[src/rtl/opb_regbank_pkg.sv]
// Shared constants and the byte-enable merge helper for the OPB register bank.
package opb_regbank_pkg;

    localparam int OPB_WORD_BYTES   = 4;
    // Bit index in OPB (big-endian) numbering: DBus[31] is the word's LSB.
    localparam int CTRL_COMMIT_BIT  = 31;
    localparam int CTRL_PENDING_BIT = 0;
    localparam int CTRL_NREGS_LSB   = 8;

    // be[b] enables byte b, where byte 0 is data bits 7:0.
    function automatic logic [31:0] be_merge(input logic [31:0] old_w,
                                             input logic [31:0] new_w,
                                             input logic [3:0]  be);
        logic [31:0] r;
        r = old_w;
        for (int b = 0; b < OPB_WORD_BYTES; b++) begin
            if (be[b]) r[b*8 +: 8] = new_w[b*8 +: 8];
        end
        return r;
    endfunction

endpackage

[src/rtl/opb_register_bank_ppc2simulink_slave_if.sv]
// OPB slave front end: address decode, single-cycle ack, registered read mux.
module opb_slave_if #(
    parameter logic [31:0] C_BASEADDR    = 32'h01000200,
    parameter logic [31:0] C_HIGHADDR    = 32'h010002FF,
    parameter int          C_NUM_REGS    = 8,
    parameter int          C_USER_DWIDTH = 32
) (
    input  logic                                  clk,
    input  logic                                  rst_n,
    input  logic [0:31]                           abus,
    input  logic [0:3]                            be,
    input  logic [0:31]                           dbus,
    input  logic                                  rnw,
    input  logic                                  select,
    input  logic [C_NUM_REGS*C_USER_DWIDTH-1:0]   rd_regs,
    input  logic                                  pending,
    output logic                                  wr_stb,
    output logic [31:0]                           wr_idx,
    output logic [31:0]                           wr_data,
    output logic [3:0]                            wr_be,
    output logic                                  commit_stb,
    output logic [0:31]                           sl_dbus,
    output logic                                  sl_xferack
);
    import opb_regbank_pkg::*;

    localparam logic [31:0] NREGS = 32'(C_NUM_REGS);

    logic [31:0] addr;
    logic [31:0] idx;
    logic [31:0] rd_word;
    logic        hit;
    logic        go;
    logic        served;

    assign addr = abus;
    assign hit  = select && (addr >= C_BASEADDR) && (addr <= C_HIGHADDR);
    assign idx  = (addr - C_BASEADDR) >> 2;
    // served blocks a second ack while the master keeps select asserted.
    assign go   = hit && !sl_xferack && !served;

    assign wr_stb     = go && !rnw && (idx < NREGS);
    assign commit_stb = go && !rnw && (idx == NREGS) && be[3] && dbus[CTRL_COMMIT_BIT];
    assign wr_idx     = idx;
    assign wr_data    = dbus;
    assign wr_be      = be;

    always_comb begin
        rd_word = '0;
        if (idx < NREGS) begin
            for (int i = 0; i < C_NUM_REGS; i++) begin
                if (idx == 32'(i)) rd_word = 32'(rd_regs[i*C_USER_DWIDTH +: C_USER_DWIDTH]);
            end
        end else if (idx == NREGS) begin
            rd_word[CTRL_PENDING_BIT]     = pending;
            rd_word[CTRL_NREGS_LSB +: 8]  = NREGS[7:0];
        end
    end

    always_ff @(posedge clk or negedge rst_n) begin
        if (!rst_n) begin
            sl_xferack <= 1'b0;
            served     <= 1'b0;
            sl_dbus    <= '0;
        end else begin
            sl_xferack <= go;
            served     <= select && (served || go);
            sl_dbus    <= (go && rnw) ? rd_word : 32'h0;
        end
    end

endmodule

[src/rtl/opb_register_bank_ppc2simulink.sv]
// OPB register bank driving Simulink user logic, with optional shadow/commit.
// Optional macro OPB_REGBANK_UPDATE_PULSE_EN adds the per-register user_update pulse output.
module opb_register_bank_ppc2simulink #(
    parameter logic [31:0] C_BASEADDR    = 32'h01000200,
    parameter logic [31:0] C_HIGHADDR    = 32'h010002FF,
    parameter int          C_OPB_AWIDTH  = 32,
    parameter int          C_OPB_DWIDTH  = 32,
    parameter int          C_NUM_REGS    = 8,
    parameter int          C_USER_DWIDTH = 32,
    parameter int          C_SHADOW      = 1,
    parameter logic [31:0] C_RESET_VAL   = 32'h0
) (
    input  logic                                  OPB_Clk,
    input  logic                                  OPB_Rst_n,
    input  logic [0:C_OPB_AWIDTH-1]               OPB_ABus,
    input  logic [0:3]                            OPB_BE,
    input  logic [0:C_OPB_DWIDTH-1]               OPB_DBus,
    input  logic                                  OPB_RNW,
    input  logic                                  OPB_select,
    input  logic                                  OPB_seqAddr,
    output logic [0:C_OPB_DWIDTH-1]               Sl_DBus,
    output logic                                  Sl_xferAck,
    output logic                                  Sl_errAck,
    output logic                                  Sl_retry,
    output logic                                  Sl_toutSup,
    output logic [C_NUM_REGS*C_USER_DWIDTH-1:0]   user_data_out
`ifdef OPB_REGBANK_UPDATE_PULSE_EN
    ,
    output logic [C_NUM_REGS-1:0]                 user_update
`endif
);
    import opb_regbank_pkg::*;

    localparam int                 W         = C_USER_DWIDTH;
    localparam logic [W-1:0]       RST_FIELD = C_RESET_VAL[W-1:0];

    logic [W-1:0]              shadow [C_NUM_REGS];
    logic [W-1:0]              live   [C_NUM_REGS];
    logic [C_NUM_REGS*W-1:0]   shadow_flat;
    logic                      pending;
    logic                      wr_stb;
    logic                      commit_stb;
    logic [31:0]               wr_idx;
    logic [31:0]               wr_data;
    logic [3:0]                wr_be;
    logic                      unused_seq;

    assign unused_seq = OPB_seqAddr;
    assign Sl_errAck  = 1'b0;
    assign Sl_retry   = 1'b0;
    assign Sl_toutSup = 1'b0;

    opb_slave_if #(
        .C_BASEADDR    (C_BASEADDR),
        .C_HIGHADDR    (C_HIGHADDR),
        .C_NUM_REGS    (C_NUM_REGS),
        .C_USER_DWIDTH (C_USER_DWIDTH)
    ) u_slave_if (
        .clk        (OPB_Clk),
        .rst_n      (OPB_Rst_n),
        .abus       (OPB_ABus),
        .be         (OPB_BE),
        .dbus       (OPB_DBus),
        .rnw        (OPB_RNW),
        .select     (OPB_select),
        .rd_regs    (shadow_flat),
        .pending    (pending),
        .wr_stb     (wr_stb),
        .wr_idx     (wr_idx),
        .wr_data    (wr_data),
        .wr_be      (wr_be),
        .commit_stb (commit_stb),
        .sl_dbus    (Sl_DBus),
        .sl_xferack (Sl_xferAck)
    );

    always_ff @(posedge OPB_Clk or negedge OPB_Rst_n) begin
        if (!OPB_Rst_n) begin
            for (int i = 0; i < C_NUM_REGS; i++) shadow[i] <= RST_FIELD;
        end else if (wr_stb) begin
            for (int i = 0; i < C_NUM_REGS; i++) begin
                if (wr_idx == 32'(i))
                    shadow[i] <= W'(be_merge(32'(shadow[i]), wr_data, wr_be));
            end
        end
    end

    generate
        if (C_SHADOW != 0) begin : g_shadow
            // Outputs only move on commit so the user side sees one atomic update.
            always_ff @(posedge OPB_Clk or negedge OPB_Rst_n) begin
                if (!OPB_Rst_n) begin
                    for (int i = 0; i < C_NUM_REGS; i++) live[i] <= RST_FIELD;
                    pending <= 1'b0;
                end else if (commit_stb) begin
                    for (int i = 0; i < C_NUM_REGS; i++) live[i] <= shadow[i];
                    pending <= 1'b0;
                end else if (wr_stb) begin
                    pending <= 1'b1;
                end
            end
        end else begin : g_direct
            logic unused_commit;
            assign unused_commit = commit_stb;
            assign pending       = 1'b0;
            always_comb begin
                for (int i = 0; i < C_NUM_REGS; i++) live[i] = shadow[i];
            end
        end
    endgenerate

    always_comb begin
        for (int i = 0; i < C_NUM_REGS; i++) begin
            user_data_out[i*W +: W] = live[i];
            shadow_flat[i*W +: W]   = shadow[i];
        end
    end

`ifdef OPB_REGBANK_UPDATE_PULSE_EN
    logic [C_NUM_REGS*W-1:0] out_prev;

    always_ff @(posedge OPB_Clk or negedge OPB_Rst_n) begin
        if (!OPB_Rst_n) begin
            out_prev    <= {C_NUM_REGS{RST_FIELD}};
            user_update <= '0;
        end else begin
            out_prev <= user_data_out;
            for (int i = 0; i < C_NUM_REGS; i++)
                user_update[i] <= (out_prev[i*W +: W] != user_data_out[i*W +: W]);
        end
    end
`endif

endmodule

[config.mk]
export PLATFORM = sky130hd
export DESIGN_NAME = opb_register_bank_ppc2simulink
export DESIGN_NICKNAME = d
export VERILOG_FILES = /design/src/rtl/opb_regbank_pkg.sv /design/src/rtl/opb_register_bank_ppc2simulink_slave_if.sv /design/src/rtl/opb_register_bank_ppc2simulink.sv
export SDC_FILE = /design/constraint.sdc
export NUM_CORES = 1
export LEC_CHECK = 0
export ABC_AREA = 1
export CAP_MARGIN = 20
export CELL_PAD_IN_SITES_DETAIL_PLACEMENT = 1
export CELL_PAD_IN_SITES_GLOBAL_PLACEMENT = 1
export CORE_MARGIN = 5
export CORE_UTILIZATION = 37
export CTS_BUF_LIST = sky130_fd_sc_hd__clkbuf_16
export CTS_CLUSTER_DIAMETER = 30
export DETAILED_ROUTE_END_ITERATION = 16
export PLACE_DENSITY_LB_ADDON = 0.1
export SLEW_MARGIN = 20
export SYNTH_ARGS = -nofsm -noshare
export SYNTH_HDL_FRONTEND = slang
export SYNTH_SLANG_ARGS = --single-unit
[constraint.sdc]
create_clock -name OPB_Clk -period 1.9 [get_ports OPB_Clk]
set_input_delay 0.19 -clock OPB_Clk [delete_from_list [all_inputs] [get_ports OPB_Clk]]
set_output_delay 0.19 -clock OPB_Clk [all_outputs]
set_load 0.01 [all_outputs]
Figure 1. Signal wires by layer (run 1).
Bar = 100 µm.
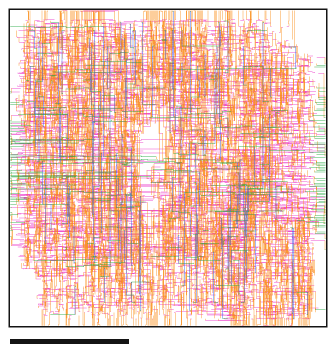
met4: in blue, wire length 5130 µm. met3: in green, wire length 4680 µm. met2: in orange, wire length 56.1 mm. met1: in magenta, wire length 40.1 mm.
Routed WL: 106000 µm
Tot GR Track Use: 26.7%
routed via count: 23500
routed len/inst: 23.6 µm

Figure 2. Signal metal coverage by tile (run 1).
Bar = 100 µm. 27 x 27 tiles, from dark blue (low) to red (high), scaled to the fullest tile. Values are wire area over tile area, all layers added.
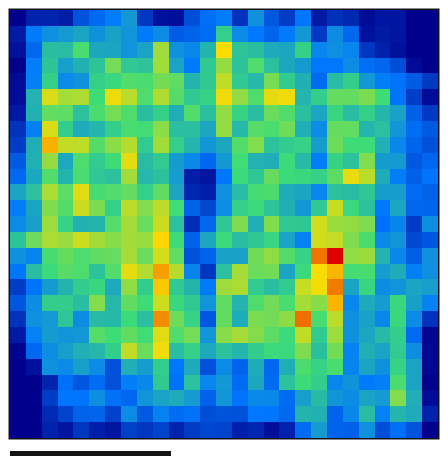
The mean over all tiles is 0.24. 3.3% of the tiles are nearly empty. The fullest tile reaches 0.63. 27% of the tiles are over half the peak.

==> flow_summary.yaml, run 1 <==
# yosys + openroad results
drt:
  drc: 0
  top_layer_used: "met4"
  wl_met1_um: 40100
  met3_length_um: 4680
  wl_met2_um: 56100
  ant_nets: 0
  first_iter_violations: 1555
  via_per_inst: 5.23
  drt_pass1_iterations: 7
synth:
  synth-seq-cells: 547
  synthesis.area_um2: 24300
  postSynthSeqShare_pct: 56.4
  top_cell_area_share_pct: 56.4
  synth_top_cell_by_count: "nand2_1"
  yosysCellCount: 2847
  ys.flop_type: "dfrtp_1"
  edf_count: 0
  top_cells_by_area: "dfrtp_1, nand2_1, o21ai_1"
  top_area_cell: "dfrtp_1"
  ys_chip_area_um2: 24300
  synth_cell_type_count: 39
pwr:
  power.internal_w: 0.0274
  switchingPower_w: 0.00803
  vdd_ir_drop_max_mv: 0.886
  swShare_pct: 22.6
  power_frac_seq_pct: 33.0
  powerClk_w: 0.0228
  seq_power_w: 0.0117
  combPwrFrac_pct: 2.8
  top_power_group: "clock"
  p_per_area_nw_per_um2: 902
grt:
  met1_usage_pct: 29.9
  antenna_found_initial: 0
  grt_pass1_wl_um: 147000
  grt_max_degree: 51
  grtUsageMet3_pct: 6.11
  overflow: 0
  grt_pass1_vias: 25100
sta:
  maxSlewHeadroom_pct: 55.9
  finClkSkew_ns: 0.0362
  fin_setup_tns_ns: -229.26
  maxSlewViolCount: 0
  finalSetupViolCount: 562
  worstMarginPinSlew_ns: 0.661
  setup_ws_ns: -0.543
  max_freq_mhz: 409
clock_tree:
  cts_num_sinks: 547
  clkTransAtPathRegs_ns: 0.04
  hold_buffers: 1
  cts_tree: "done"
  clk_latency_ns: 0.71
  cts_buffers: 136
  clockBufferDepth: 3
  htreeDepth: 4
  cts_post_setup_buffers_inserted: 47
outcome:
  status: "complete, but fails checks"
  violations: "negative setup slack"
die:
  die_h_um: 266
  chip_area_um2: 70800
  core_area_um2: 64700
  die_w_um: 266
  io_pins: 365
  tap_cells: 855
  fp_util_pct: 37.5
worst_setup_path:
  ff2ff_path_depth: 12
  endpoint: "shadow[147]"
  crit_fanout: 8
  critPathLaunch: "OPB_ABus[28]"
  end_kind: "register"
  crit_top_cell: "nor2_2"
  slowest_stage: "clkdlybuf4s50_1"
  r2r-start: "u_slave_if.sl_xferack"
  worst_ep_required_time_ns: 2.49
  r2r_setup_slack_ns: -0.54
  crit_family: "simple AND/OR/NAND/NOR gates"
  start_kind: "input port"
  timing_worst_setup_path_type: "input port to register"
finish:
  logic_gates: 1827
  largestClassByArea: "registers"
  drive_above_1_share_pct: 31.8
  clkCellAreaFrac_pct: 11.4
  layout.nonclk_buf_share_pct: 19.4
  stdcell_area_um2: 39300
  layout_top_cell: "nand2_1"
  clockBufferCount: 140
  flop_area_um2: 13700
  inv_count: 353
  layout_top_cells: "nand2_1, dfrtp_1, o21ai_1"
  flop-count: 547
  logic_area_um2: 11100
  fin_nets: 3607
  fillers: 7009
  syn2layout_area_growth_pct: 62.1
  final_util_pct: 60.8
  seq_share_pct: 34.8
job:
  maxCapViolations: 0
  warnings: 31
place:
  dp_hpwl_um: 64700
  placed_cell_area_um2: 30300
  port_buffers: 360
  place.gp.congestion: 0.827
worst_hold_path:
  hp-class: "input port to asynchronous set/reset pin"
Figure 3. Routing congestion (run 1).
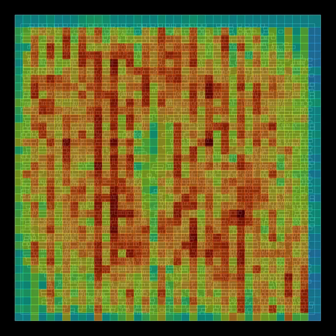
grt met2 use: 49.3%
most used routing layer: met2

==> run 1: registers in the layout, summed over array words and instances, names as in the netlist <==
signal                 count
u_slave_if.sl_dbus        32
u_slave_if.served          1
pending                    1
u_slave_if.sl_xferack      1
user_data_out            256
shadow                   256
==> run 1: cells by family after synthesis <==
logic type / synth area share [%]
compound gates: 14.9
xor+xnor: 0.289
fa+ha+maj: 0.103
buf+inv: 9.00
flops: 56.4
other cells: 0.0155
simple gates: 19.3
==> run 1: through the flow <==
stage                     setup slack (ns)  power, W  instances
after floorplan                     -0.524    0.0121       2849
after global placement               -1.86    0.0128       4121
after detailed placement             -1.87    0.0128       4121
after CTS                           -0.404    0.0355       4431
after global routing                -0.707    0.0365       4491
final                               -0.543    0.0355       4491
Figure 4. Placed cells, one color a class (run 1).
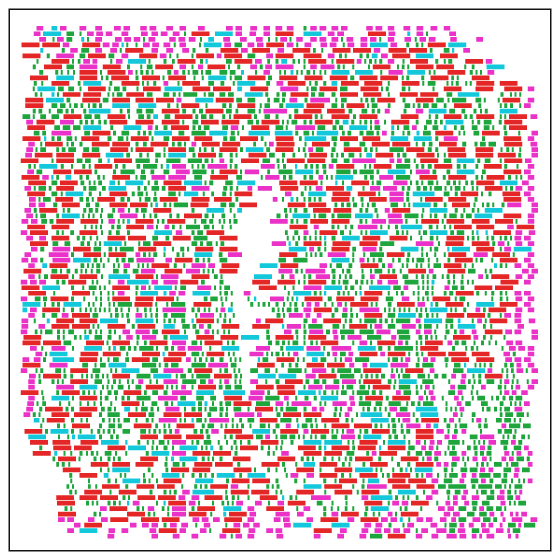

==> run 2, diff against run 1 <==
--- a/config.mk
+++ b/config.mk
@@ -14,6 +14,7 @@
 export CTS_BUF_LIST = sky130_fd_sc_hd__clkbuf_16
 export CTS_CLUSTER_DIAMETER = 30
 export DETAILED_ROUTE_END_ITERATION = 16
+export MAX_ROUTING_LAYER = met4
 export PLACE_DENSITY_LB_ADDON = 0.1
 export SLEW_MARGIN = 20
 export SYNTH_ARGS = -nofsm -noshare
Figure 5. Placed cells, one color a class (run 2).
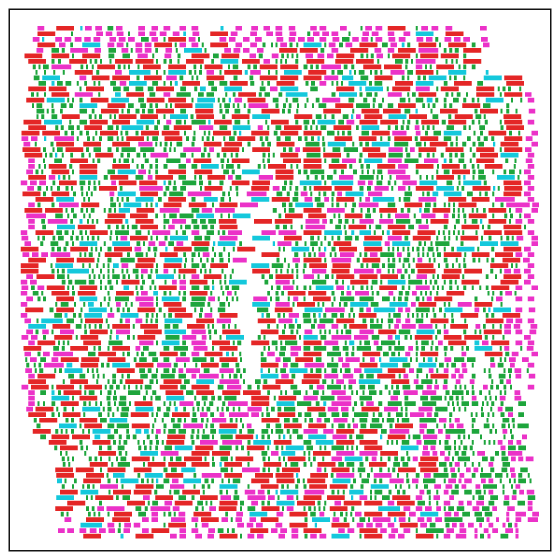
flip-flops: in red, cells 547. clock drivers and dummy loads: in cyan, cells 232. all other logic: in green, cells 2182. other buffers and delay cells: in magenta, cells 703.
design area: 40500 µm²
core box area: 64700 µm²

==> run 2 against run 1 <==
  * Area after synthesis unchanged
  * The flow still finishes with violations (negative setup slack)
  * Critical path type unchanged
  * Hold slack improved by 0.11 ns
  * Global-route usage increased by 3.2 points
==> flow_summary.yaml, run 2 <==
# yosys + openroad results
outcome:
  status: "complete, but fails checks"
  violations: "negative setup slack"
drt:
  drt_pass1_iterations: 7
  drc: 0
  wl_per_cell_um: 26.0
  ant_nets: 0
  vias: 24300
  met3_length_um: 6260
  drt_wl_total_um: 118000
  wl_met1_um: 42800
  via_per_inst: 5.38
  first_iter_violations: 1612
  top_layer_used: "met4"
  wl_met2_um: 62100
synth:
  yosysCellCount: 2847
  synthesis.area_um2: 24300
  ys_top_logic_family: "simple AND/OR/NAND/NOR gates"
  yosys_warnings: 0
  syn_inst: 2847
  ys.flop_type: "dfrtp_1"
  simple_gate_share_pct: 19.3
  top_cells_by_area: "dfrtp_1, nand2_1, o21ai_1"
  top_cell_area_share_pct: 56.4
  compound_area_share_pct: 14.9
  edf_count: 0
  top_area_cell: "dfrtp_1"
  postSynthSeqShare_pct: 56.4
  synth-xor-area-share_pct: 0.289
  synth_top_cell_by_count: "nand2_1"
  synthTopCellsByCount: "nand2_1, dfrtp_1, o21ai_1"
  mux_area_share_pct: 0
  async_reset_ff_share_pct: 100
  syn_area_per_cell_um2: 8.52
  synth_cell_type_count: 39
  adder_share_pct: 0.103
  synth-seq-cells: 547
  ys_chip_area_um2: 24300
finish:
  stdcell_count: 4519
  layout_top_cells: "nand2_1, dfrtp_1, o21ai_1"
  fillers: 6839
  fin_nets: 3640
  diodes: 0
  syn2layout_area_growth_pct: 66.9
  layout_top_cell: "nand2_1"
  final_util_pct: 62.6
  drive_above_1_share_pct: 33.2
place:
  dp_hpwl_um: 65800
  placed_cell_area_um2: 30300
  placed_cells: 4112
  port_buffers: 360
  place.gp.congestion: 0.834
  dp_slack_ns: -1.78
job:
  warnings: 31
  maxCapViolations: 0
worst_hold_path:
  hp-class: "input port to asynchronous set/reset pin"
sta:
  worstMarginPinSlew_ns: 0.852
  hold_viol: 0
  setup_ws_ns: -0.583
  grt_setup_unrepaired: "yes"
  maxSlewHeadroom_pct: 43.0
  finalSetupViolCount: 583
  max_freq_mhz: 403
  finClkSkew_ns: 0.0306
  maxSlewViolCount: 0
  hold_slack_ns: 0.198
  period_used_pct: 131
  fin_setup_tns_ns: -236.38
  fin_crit_ns: 2.48
clock_tree:
  htreeDepth: 4
  cts_resized: 563
  cts_root_buf: "clkbuf_16"
  cts_post_setup_buffers_inserted: 62
  clk_latency_ns: 0.74
  hold_buffers: 3
  clockBufferDepth: 3
  cts_tree: "done"
  cts_num_sinks: 547
  cts_buffers: 131
  clkTransAtPathRegs_ns: 0.06
grt:
  grt_busiest_layer: "met2"
  grt_pass1_wl_um: 158000
  grt_use_total_pct: 30.0
  gr-usage-met2_pct: 52.8
  overflow: 0
  grt_pass1_vias: 25900
  antenna_found_initial: 0
  grt_max_degree: 85
  met1_usage_pct: 32.9
  grtUsageMet3_pct: 5.97
worst_setup_path:
  r2r-start: "u_slave_if.sl_xferack"
  critPathLaunch: "OPB_ABus[9]"
  endpoint: "shadow[199]"
  crit_path_cell_trace: "clkdlybuf4s15_2 -> buf_6 -> nor2_4 -> buf_4 -> o21ai_1 -> nor2_1 -> nand2_1 -> nand2_1 -> nand3_1 -> nor2_1 -> nand2_1 -> nor2_4 -> buf_12 -> nand2_8 -> nor2_4 -> inv_2 -> nor2_4 -> inv_8 -> nor2_8 -> buf_12 -> buf_12 -> nand2_8 -> nand2_2 -> o21ai_1"
  reg2reg_to: "shadow[199]"
  ff2ff_path_depth: 14
  crit_family: "simple AND/OR/NAND/NOR gates"
  critPathMaxStageDelay_ns: 0.23
  start_kind: "input port"
  crit_top_cell: "nor2_4"
  worst_ep_required_time_ns: 2.47
  crit_fanout: 8
  arrival_ns: 3.05
  path_buffers: 8
  timing_worst_setup_path_type: "input port to register"
  slowest_stage: "nor2_4"
  end_kind: "register"
  critical_path_depth: 24
  r2r_setup_slack_ns: -0.55
die:
  chip_area_um2: 70800
  die_h_um: 266
  fp_util_pct: 37.5
  die_w_um: 266
  num_rows: 93
  io_pins: 365
pwr:
  static-leakage-power_nw: 17.7
  p_per_area_nw_per_um2: 856
  total_power_w: 0.0347
  vdd_ir_drop_max_mv: 0.939
[run 2: cell counts after synthesis]
Identical to the previous run, type by type.
[run 2: cells by family after synthesis]
logic type | Yosys count
simple gates | 1098
compound gates | 692
flops | 547
buf+inv | 499
xor+xnor | 8
fa+ha+maj | 2
other cells | 1
[run 2: power breakdown]
group          leakage (nW)  internal, W  switching [W]  total [W]
sequential             7.65       0.0117   0.0000000270     0.0117
clock                  2.13       0.0143        0.00767     0.0220
combinational          7.97     0.000321       0.000689    0.00101
[run 2: cell type report]
type	instances	area (µm²)	share of cell area, %
sequential	547	13700	33.8
multi-input combinational	1829	11500	28.5
tap	855	1070	2.64
clock buffer	132	3300	8.16
timing repair buffer	703	8560	21.2
clock inverter	100	950	2.35
inverter	353	1390	3.43
No activity file was given, so power comes from the tool's default toggle rates.
